**src/rtl/mul_pkg.sv**
```systemverilog
// Shared types for the sequential RV32M multiplier: opcode and FSM state
// encodings plus the per-opcode operand signedness rules.
package mul_pkg;

  typedef enum logic [1:0] {
    MUL_LO  = 2'b00,  // MUL    : low half,  signed x signed
    MUL_HSS = 2'b01,  // MULH   : high half, signed x signed
    MUL_HSU = 2'b10,  // MULHSU : high half, signed x unsigned
    MUL_HUU = 2'b11   // MULHU  : high half, unsigned x unsigned
  } mul_op_e;

  typedef enum logic [1:0] {
    IDLE = 2'b00,
    CALC = 2'b01,
    SIGN = 2'b10,
    DONE = 2'b11
  } mul_state_e;

  // rs1 is signed for every opcode except MULHU.
  function automatic logic op_a_signed(input mul_op_e op);
    return op != MUL_HUU;
  endfunction

  // rs2 is signed only for MUL and MULH.
  function automatic logic op_b_signed(input mul_op_e op);
    return (op == MUL_LO) || (op == MUL_HSS);
  endfunction

endpackage

```
**src/rtl/multiplier_seq_step.sv**
```systemverilog
// One shift-add step: adds (shifted |a|) x (BPC-bit digit of |b|) to the
// running 2*WIDTH-bit accumulator. Purely combinational.
module multiplier_seq_step #(
  parameter int WIDTH = 32,
  parameter int BPC   = 2
) (
  input  logic [2*WIDTH-1:0] mcand,
  input  logic [BPC-1:0]     digit,
  input  logic [2*WIDTH-1:0] acc,
  output logic [2*WIDTH-1:0] acc_next
);

  logic [2*WIDTH-1:0] partial;

  // Partial product as a sum of shifted copies of the multiplicand, one per set digit bit.
  always_comb begin
    partial = '0;
    for (int j = 0; j < BPC; j++) begin
      if (digit[j]) partial = partial + (mcand << j);
    end
    acc_next = acc + partial;
  end

endmodule

```
**src/rtl/multiplier_seq.sv**
```systemverilog
// Iterative shift-add multiplier for the RV32M execute lane (MUL, MULH,
// MULHSU, MULHU). Retires BPC multiplier bits per CALC cycle, one operation
// in flight, valid/ready on both sides, flushable.
// Optional feature: define MUL_EARLY_OUT_EN to leave CALC as soon as the
// remaining multiplier magnitude is zero (and skip CALC when |b| is zero).
module multiplier_seq
  import mul_pkg::*;
#(
  parameter int WIDTH = 32,
  parameter int BPC   = 2
) (
  input  logic             i_clk,
  input  logic             i_rst,
  input  logic             i_flush,
  input  logic             i_valid,
  output logic             o_ready,
  input  logic [1:0]       i_op,
  input  logic [WIDTH-1:0] i_a,
  input  logic [WIDTH-1:0] i_b,
  output logic             o_valid,
  input  logic             i_ready,
  output logic [WIDTH-1:0] o_result
);

  localparam int N     = WIDTH / BPC;
  localparam int CNT_W = $clog2(N + 1);
  localparam logic [CNT_W-1:0] CNT_INIT = CNT_W'(N);
  localparam logic [CNT_W-1:0] CNT_ONE  = CNT_W'(1);

  mul_state_e         state_q, state_d;
  mul_op_e            op_q;
  logic               neg_q;
  logic [2*WIDTH-1:0] mcand_q;   // |a| pre-shifted to the current digit position
  logic [WIDTH-1:0]   b_mag_q;   // unretired multiplier bits, LSB = current digit
  logic [2*WIDTH-1:0] acc_q;
  logic [CNT_W-1:0]   cnt_q;
  logic [WIDTH-1:0]   result_q;

  mul_op_e            op_in;
  logic               a_neg, b_neg, accept;
  logic [WIDTH-1:0]   a_mag_in, b_mag_in, b_rest;
  logic [2*WIDTH-1:0] acc_next, product;

  // Operand conditioning at the accept edge: magnitudes plus product sign.
  // The magnitude of -2^(WIDTH-1) is exactly 2^(WIDTH-1) as an unsigned value.
  always_comb begin
    op_in    = mul_op_e'(i_op);
    a_neg    = op_a_signed(op_in) & i_a[WIDTH-1];
    b_neg    = op_b_signed(op_in) & i_b[WIDTH-1];
    a_mag_in = a_neg ? -i_a : i_a;
    b_mag_in = b_neg ? -i_b : i_b;
    accept   = (state_q == IDLE) & i_valid & ~i_flush;
    b_rest   = b_mag_q >> BPC;
    product  = neg_q ? -acc_q : acc_q;
  end

  multiplier_seq_step #(
    .WIDTH (WIDTH),
    .BPC   (BPC)
  ) u_step (
    .mcand    (mcand_q),
    .digit    (b_mag_q[BPC-1:0]),
    .acc      (acc_q),
    .acc_next (acc_next)
  );

  // Next-state logic; flush overrides every transition, including accept and handoff.
  // NOTE: state_d gets its default before the case so no path can infer a latch.
  always_comb begin
    state_d = state_q;
    unique case (state_q)
      IDLE: begin
        if (accept) begin
`ifdef MUL_EARLY_OUT_EN
          state_d = (b_mag_in == '0) ? SIGN : CALC;
`else
          state_d = CALC;
`endif
        end
      end
      CALC: begin
        if (cnt_q == CNT_ONE) begin
          state_d = SIGN;
        end
`ifdef MUL_EARLY_OUT_EN
        else if (b_rest == '0) begin
          state_d = SIGN;
        end
`endif
      end
      SIGN:    state_d = DONE;
      DONE:    if (i_ready) state_d = IDLE;
      default: state_d = IDLE;
    endcase
    if (i_flush) state_d = IDLE;
  end

  // State register; reset wins over flush because it is tested first.
  // NOTE: sequential blocks use <= so every register sees pre-edge values of its peers.
  always_ff @(posedge i_clk) begin
    if (i_rst) state_q <= IDLE;
    else       state_q <= state_d;
  end

  // Datapath: load on accept, shift-add in CALC, sign fix and half select in SIGN.
  // NOTE: every datapath register is cleared on reset; o_result must read 0 afterwards.
  always_ff @(posedge i_clk) begin
    if (i_rst) begin
      op_q     <= MUL_LO;
      neg_q    <= 1'b0;
      mcand_q  <= '0;
      b_mag_q  <= '0;
      acc_q    <= '0;
      cnt_q    <= '0;
      result_q <= '0;
    end else if (accept) begin
      op_q    <= op_in;
      neg_q   <= a_neg ^ b_neg;
      mcand_q <= {{WIDTH{1'b0}}, a_mag_in};
      b_mag_q <= b_mag_in;
      acc_q   <= '0;
      cnt_q   <= CNT_INIT;
    end else if (state_q == CALC) begin
      acc_q   <= acc_next;
      mcand_q <= mcand_q << BPC;
      b_mag_q <= b_rest;
      cnt_q   <= cnt_q - CNT_ONE;
    end else if ((state_q == SIGN) && !i_flush) begin
      result_q <= (op_q == MUL_LO) ? product[WIDTH-1:0] : product[2*WIDTH-1:WIDTH];
    end
  end

  assign o_ready  = (state_q == IDLE);
  assign o_valid  = (state_q == DONE);
  assign o_result = result_q;

endmodule
```
**config.mk**
```make
export PLATFORM = sky130hd
export DESIGN_NAME = multiplier_seq
export DESIGN_NICKNAME = d
export VERILOG_FILES = /design/src/rtl/mul_pkg.sv /design/src/rtl/multiplier_seq_step.sv /design/src/rtl/multiplier_seq.sv
export SDC_FILE = /design/constraint.sdc
export NUM_CORES = 1
export LEC_CHECK = 0
export ABC_AREA = 1
export CAP_MARGIN = 20
export CORE_ASPECT_RATIO = 0.8
export CORE_UTILIZATION = 50
export DETAILED_ROUTE_END_ITERATION = 10
export PLACE_DENSITY = 0.67
export SLEW_MARGIN = 10
export SYNTH_ARGS = -nofsm -noshare
export SYNTH_HDL_FRONTEND = slang
export SYNTH_SLANG_ARGS = --single-unit
```
**constraint.sdc**
```tcl
create_clock -name i_clk -period 8 [get_ports i_clk]
set_input_delay 1.2 -clock i_clk [delete_from_list [all_inputs] [get_ports i_clk]]
set_output_delay 1.2 -clock i_clk [all_outputs]
set_load 0.02 [all_outputs]
```
Run 1, the metal 2 layer:
Drawn at 1.5 px/micron.
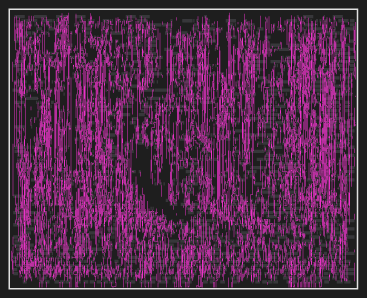
The wires run mostly vertical. The longest straight run is 83.0 microns.

Run 1, routed clock nets over the placement:
Drawn at 2 px/micron.
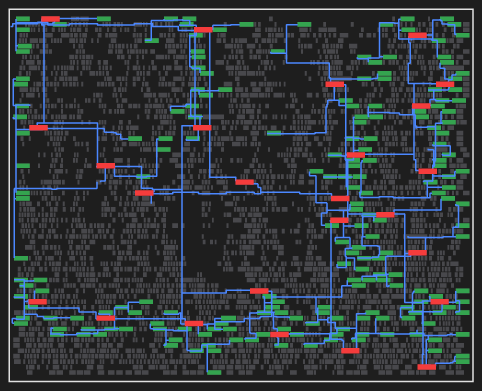
Blue shows clock wires, length 3,430 microns. Green shows flip-flops, count 202. Red shows cells driving clock nets, count 25.
Position of the flops: spread over the die. There are 26 routed clock nets.
clock share of power: 38.9%
Fin Clk Skew: 0.0195 ns

==> Changelog: implementation, run 1 <==
### Metrics

- Worst EP required: ~8.5 ns
- Worst Path Arrival: 6.29 ns
- Cell Int Power: about 2100 uW
- Slew @ Worst Pin: between 1 and 1.5 ns
- Status: finished, final reports clean
- Post-Route WL: just under 80 mm
- Tool warnings: 38
- Synth flops: just over 200
- HP Start: b_mag_q[17]
- Area growth syn-to-layout: 10.8%
- Complex Gates by Area: around a quarter
- CP max FO: 43
- Initial DRC Count: 2,916
- Met1 usage: between 50% and 60%
- Leakage power: 0.0107 uW
- Register-to-register setup slack: between 2 and 2.5 ns
- Hold Path Class: reg2reg
- Setup_tns: 0 ns
- Most common logic cells in the final layout: nand2_1 (789), inv_1 (493), a21oi_1 (396), nor2_1 (389), o21ai_0 (375)
- Clk ins delay skew pair: 0.57 ns
- Reg power frac: between 30% and 40%
- GR Util met2: between 50% and 60%
- Ys cells: 3,626
- Clock Path Buffers: 3
- Slew headroom: approximately 31%
- Final count of hold timing violations: 0
- Comb area leader: simple AND/OR/NAND/NOR gates
- Final setup viols: 0
- Count of library flops with an enable pin: 0
- Final nets: ~3,800
- Syn_nets: about 3,800
- Worst-path clk slew: roughly 0.07 ns
- Max Fclk: between 150 and 200 MHz
- Ys async rst share: 0%
- Proportion of layout cells with a drive suffix above 1: under 10%
- First-pass GRT wire length: roughly 120 mm
- GRT overflow: 0
- Comb area: roughly 15,000 sq um
- Crit end category: register
- Sw Ratio: a little over a third
Run 1, clock nets:
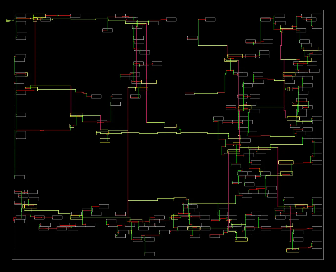
TritonCTS Buffers: 25
layout clock buffer count: 33
clock sinks: 202

-- run 1: stage by stage --
step	hold slack [ns]	std cells	total power, uW	cell area, sq um	util (%)
2_1_floorplan	0.429	3626	1710	21000	-
3_3_place_gp	0.452	4174	1970	22400	54.6
3_5_place_dp	0.456	4174	1980	22400	54.6
4_1_cts	0.465	4218	3250	23300	56.7
5_1_grt	0.480	4218	3400	23300	56.7
6_report	0.465	4218	3260	23300	56.7
-- run 1: flip-flops by register name, indices dropped and copies added, names as in the netlist --
| signal | count |
|---|---|
| state_q | 2 |
| b_mag_q | 32 |
| o_result | 32 |
| mcand_q | 64 |
| neg_q | 1 |
| op_q | 2 |
| acc_q | 64 |
| cnt_q | 5 |
-- run 1: critical path, cell delays in order, from the launching register on --
cell and delay (ns):
dfxtp_2 0.43, buf_4 0.47, nand2_1 0.23, inv_1 0.10
ha_1 0.31, a31oi_1 0.26, inv_1 0.06, nor2_1 0.16
o21ai_1 0.18, a21oi_1 0.24, nand3_1 0.27, a21o_1 0.29
or2_1 0.22, nand3_1 0.07, o21ai_1 0.11, ha_1 0.51
nand2_1 0.14, nor2_1 0.17, inv_1 0.10, nor2_1 0.16
inv_1 0.09, nor2_1 0.18, nand3_1 0.09, o221ai_1 0.33
xor2_1 0.30, o21ai_0 0.12, inv_1 0.08
-- run 1: cell type report --
type                            instances  share of cell area, %
Multi-Input combinational cell       2797                   62.6
Sequential cell                       202                   17.4
Inverter                              509                   8.22
Timing Repair Buffer                  122                   5.03
Clock buffer                           33                   2.95
Tap cell                              544                   2.92
Clock inverter                         11                  0.876
-- run 1: worst paths after layout --
check                end  cells after the start
max reg2reg    acc_q[54]                     26
max            acc_q[54]                     26
min          b_mag_q[17]                      2
min reg2reg  b_mag_q[17]                      2
-- run 1: routing by layer --
layer	up-vias	wire, microns
li1	12051	-
met1	11175	36800
met2	1142	31500
met3	142	7740
met4	4	2060
met5	-	22
-- run 1: synth_stat cells (4+ instances only) --
cell / count
buf_1: 10
nor2_1: 392
or2_2: 20
or2_1: 13
inv_2: 10
clkbuf_1: 97
clkinv_1: 4
o21ai_0: 375
o21bai_1: 27
xor2_1: 95
o21ai_1: 38
nor3_1: 61
nor4_1: 21
nor3_2: 4
ha_1: 112
dfxtp_1: 202
nand2_1: 789
o21a_1: 11
o21ai_2: 7
nand4_1: 26
nand3b_1: 4
nor2_2: 7
nand2_2: 11
xnor2_1: 39
buf_6: 4
a21boi_1: 4
a21o_1: 28
a221oi_1: 6
inv_1: 495
a21boi_0: 7
a31oi_1: 55
and3_1: 6
a21oi_1: 396
o221ai_1: 6
o211ai_1: 17
nand3_1: 185
o31ai_1: 5
-- run 1: power by group through the flow --
| stage | sequential, uW | clock [uW] | combinational, uW |
|---|---|---|---|
| floorplan | 1130 | 0 | 581 |
| global placement | 1160 | 0 | 812 |
| detailed placement | 1160 | 0 | 822 |
| CTS | 1140 | 1280 | 827 |
| global route | 1150 | 1320 | 935 |
| finish | 1140 | 1270 | 850 |
## Run 2: what changed since run 1
--- a/config.mk
+++ b/config.mk
@@ -10,7 +10,7 @@
 export CORE_ASPECT_RATIO = 0.8
 export CORE_UTILIZATION = 50
 export DETAILED_ROUTE_END_ITERATION = 10
-export PLACE_DENSITY = 0.67
+export PLACE_DENSITY = 0.7
 export SLEW_MARGIN = 10
 export SYNTH_ARGS = -nofsm -noshare
 export SYNTH_HDL_FRONTEND = slang
==> constraint.sdc (replaced) <==
create_clock -name i_clk -period 4.94 [get_ports i_clk]
set_input_delay 0.741 -clock i_clk [delete_from_list [all_inputs] [get_ports i_clk]]
set_output_delay 0.741 -clock i_clk [all_outputs]
set_load 0.02 [all_outputs]
Run 2, the metal 2 layer:
Drawn at 1.5 px/micron.
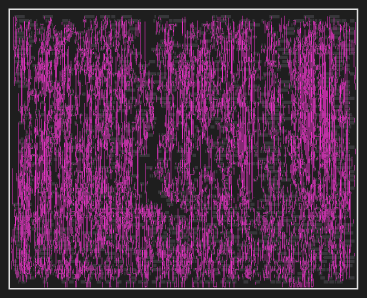
The layer holds 40% of the routed length. 3,247 nets have wire on it.
via count: 25,102
GR Util met2: 53.7%
Post-Route WL: 80.1 mm

==> run 2 against run 1 <==
Against the previous run: routed wire length up 2.5%; sequential power increased by 62%; largest power group unchanged; sequential cell count did not move; register-to-register slack got worse by 2.1 ns; global-route usage is 0.63 points higher; sequential share of layout area shrank 1.0 points; non-clock buffer count increased by 119; die size unchanged; first-iteration DRC count down 6.4%; largest cell class unchanged.
==> Changelog: implementation, run 2 <==
### Metrics

- Finished Cell Area: 24,700 sq um (+6.2%)
- Final nets: 3,959 (+3.0%)
- Final count of hold timing violations: 0 (unchanged)
- Worst r2r dst: acc_q[60]
- Comb area leader: simple AND/OR/NAND/NOR gates
- Clock Path Buffers: 3 (unchanged)
- Reg2Reg Depth: 26 (unchanged)
- Most common logic cells in the final layout: nand2_1 (782), inv_1 (491), a21oi_1 (383), nor2_1 (372), o21ai_0 (333)
- Count leader, synth: nand2_1
- Proportion of layout cells with a drive suffix above 1: 9.58% (+5.9 points)
- Slew @ Worst Pin: 0.952 ns (-0.0882 ns)
- Clock sinks: 202 (unchanged)
- Synth flops: 202 (unchanged)
- Hold Path Class: reg2reg
- Leakage power: 0.0114 uW (+6.9%)
- Synth cell count leaders: nand2_1 (789), inv_1 (495), a21oi_1 (396)
- Top Registers: acc_q (64), mcand_q (64)
- Cell family with most CP delay: AND-OR/OR-AND gates
- Util after Layout: 60.2% (+3.5 points)
- First-pass GRT wire length: 123 mm (+1.5%)
- Ys cells: 3,626 (unchanged)
- WHS Path Cells: 2 (unchanged)
- Area growth syn-to-layout: 17.7%
- Bufs and invs on worst path: 5 (-1)
- Slew headroom: 36.6% (+5.9 points)
- Largest stage delay, worst path: 0.40 ns (-0.11 ns)
- Worst-path clk slew: 0.06 ns (about the same)
- Pwr Total: 5190 uW (+59%)
- Placed Area: 23,200 sq um (+3.6%)
- Tool warnings: 39 (+2.6%)
- Worst Path Arrival: 5.31 ns (-0.98 ns)
- Slowest-stage cell, CP: dfxtp_4
- CP max FO: 14 (-67%)
- Crit end category: register
- Initial DRC Count: 2,728 (-6.4%)
- Status: finished, final reports clean
- Worst Hold Path EP: b_mag_q[14]
- Worst EP required: 5.44 ns (-3.07 ns)
Run 2, clock nets:
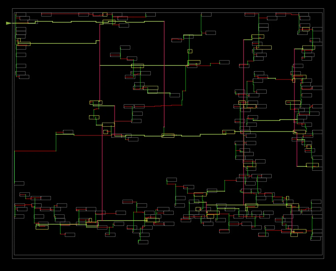
TritonCTS Buffers: 23
Fin Clk Skew: 0.0184 ns
layout clock buffer count: 29
clk ins delay skew pair: 0.57 ns

[run 2: cell counts after synthesis]
Identical to the previous run, type by type.
[run 2: how the worst max path moves through the flow]
stage                          start         to  slack, ns  depth (start not counted)
after global placement    mcand_q[1]  acc_q[51]      -0.20                         26
after detailed placement  b_mag_q[0]  acc_q[51]      -0.16                         26
after CTS                 mcand_q[1]  acc_q[56]       0.03                         30
after floorplan           b_mag_q[0]  acc_q[42]       0.30                         29
final                     b_mag_q[0]  acc_q[60]       0.13                         26
after global routing      b_mag_q[0]  acc_q[52]      -0.07                         26
[run 2: stage by stage]
step           setup WS, ns  hold slack, ns
2_1_floorplan         0.300           0.429
3_3_place_gp         -0.197           0.454
3_5_place_dp         -0.158           0.456
4_1_cts              0.0282           0.466
5_1_grt             -0.0689           0.481
6_report              0.131           0.465
[run 2: layout make-up]
type,instances,area [sq um],share of cell area (%)
clock buffers,29,638,2.58
well taps,544,681,2.75
repair buffers,241,2160,8.73
flip-flops and latches,202,4050,16.4
inverters,509,1910,7.74
diodes,1,2.50,0.0101
multi-input cells,2797,15100,61.1
clock inverters,13,174,0.703
[run 2: layer usage]
metal | part of all wire (%) | global-route usage [%] | wire (microns)
met1 | 46 | 52.7 | 36700
met4 | 3.2 | 10.9 | 2550
met5 | 0 | 0 | 0
met3 | 11 | 7.31 | 8480
met2 | 40 | 53.7 | 32300
[run 2: cells by family (layout without fill, tap and decap cells)]
| logic type | after synthesis | after routing |
|---|---|---|
| other cells | 0 | 1 |
| fa+ha+maj | 114 | 114 |
| mux | 1 | 1 |
| buf+inv | 627 | 792 |
| compound gates | 999 | 999 |
| xor+xnor | 134 | 134 |
| flops | 202 | 202 |
| simple gates | 1549 | 1549 |
[run 2: worst min-delay path: stages (launching register included)]
cell	delay, ns
dfxtp_1	0.31
nand2_1	0.06
a21oi_1	0.05
[run 2: timing repair]
action	in CTS	in global routing
gates cloned	2	0
pin swaps	1	29
setup endpoints to repair	8	33
gates resized	5	161
setup buffers	1	14
[run 2: where the power goes]
group	internal (uW)	total [uW]	switching (uW)	leakage, uW
Combinational	493	1460	971	0.00936
Sequential	1720	1850	132	0.00164
Clock	1090	1880	790	0.000404
Total	3300	5190	1890	0.0114
No activity file was given, so power comes from the tool's default toggle rates.
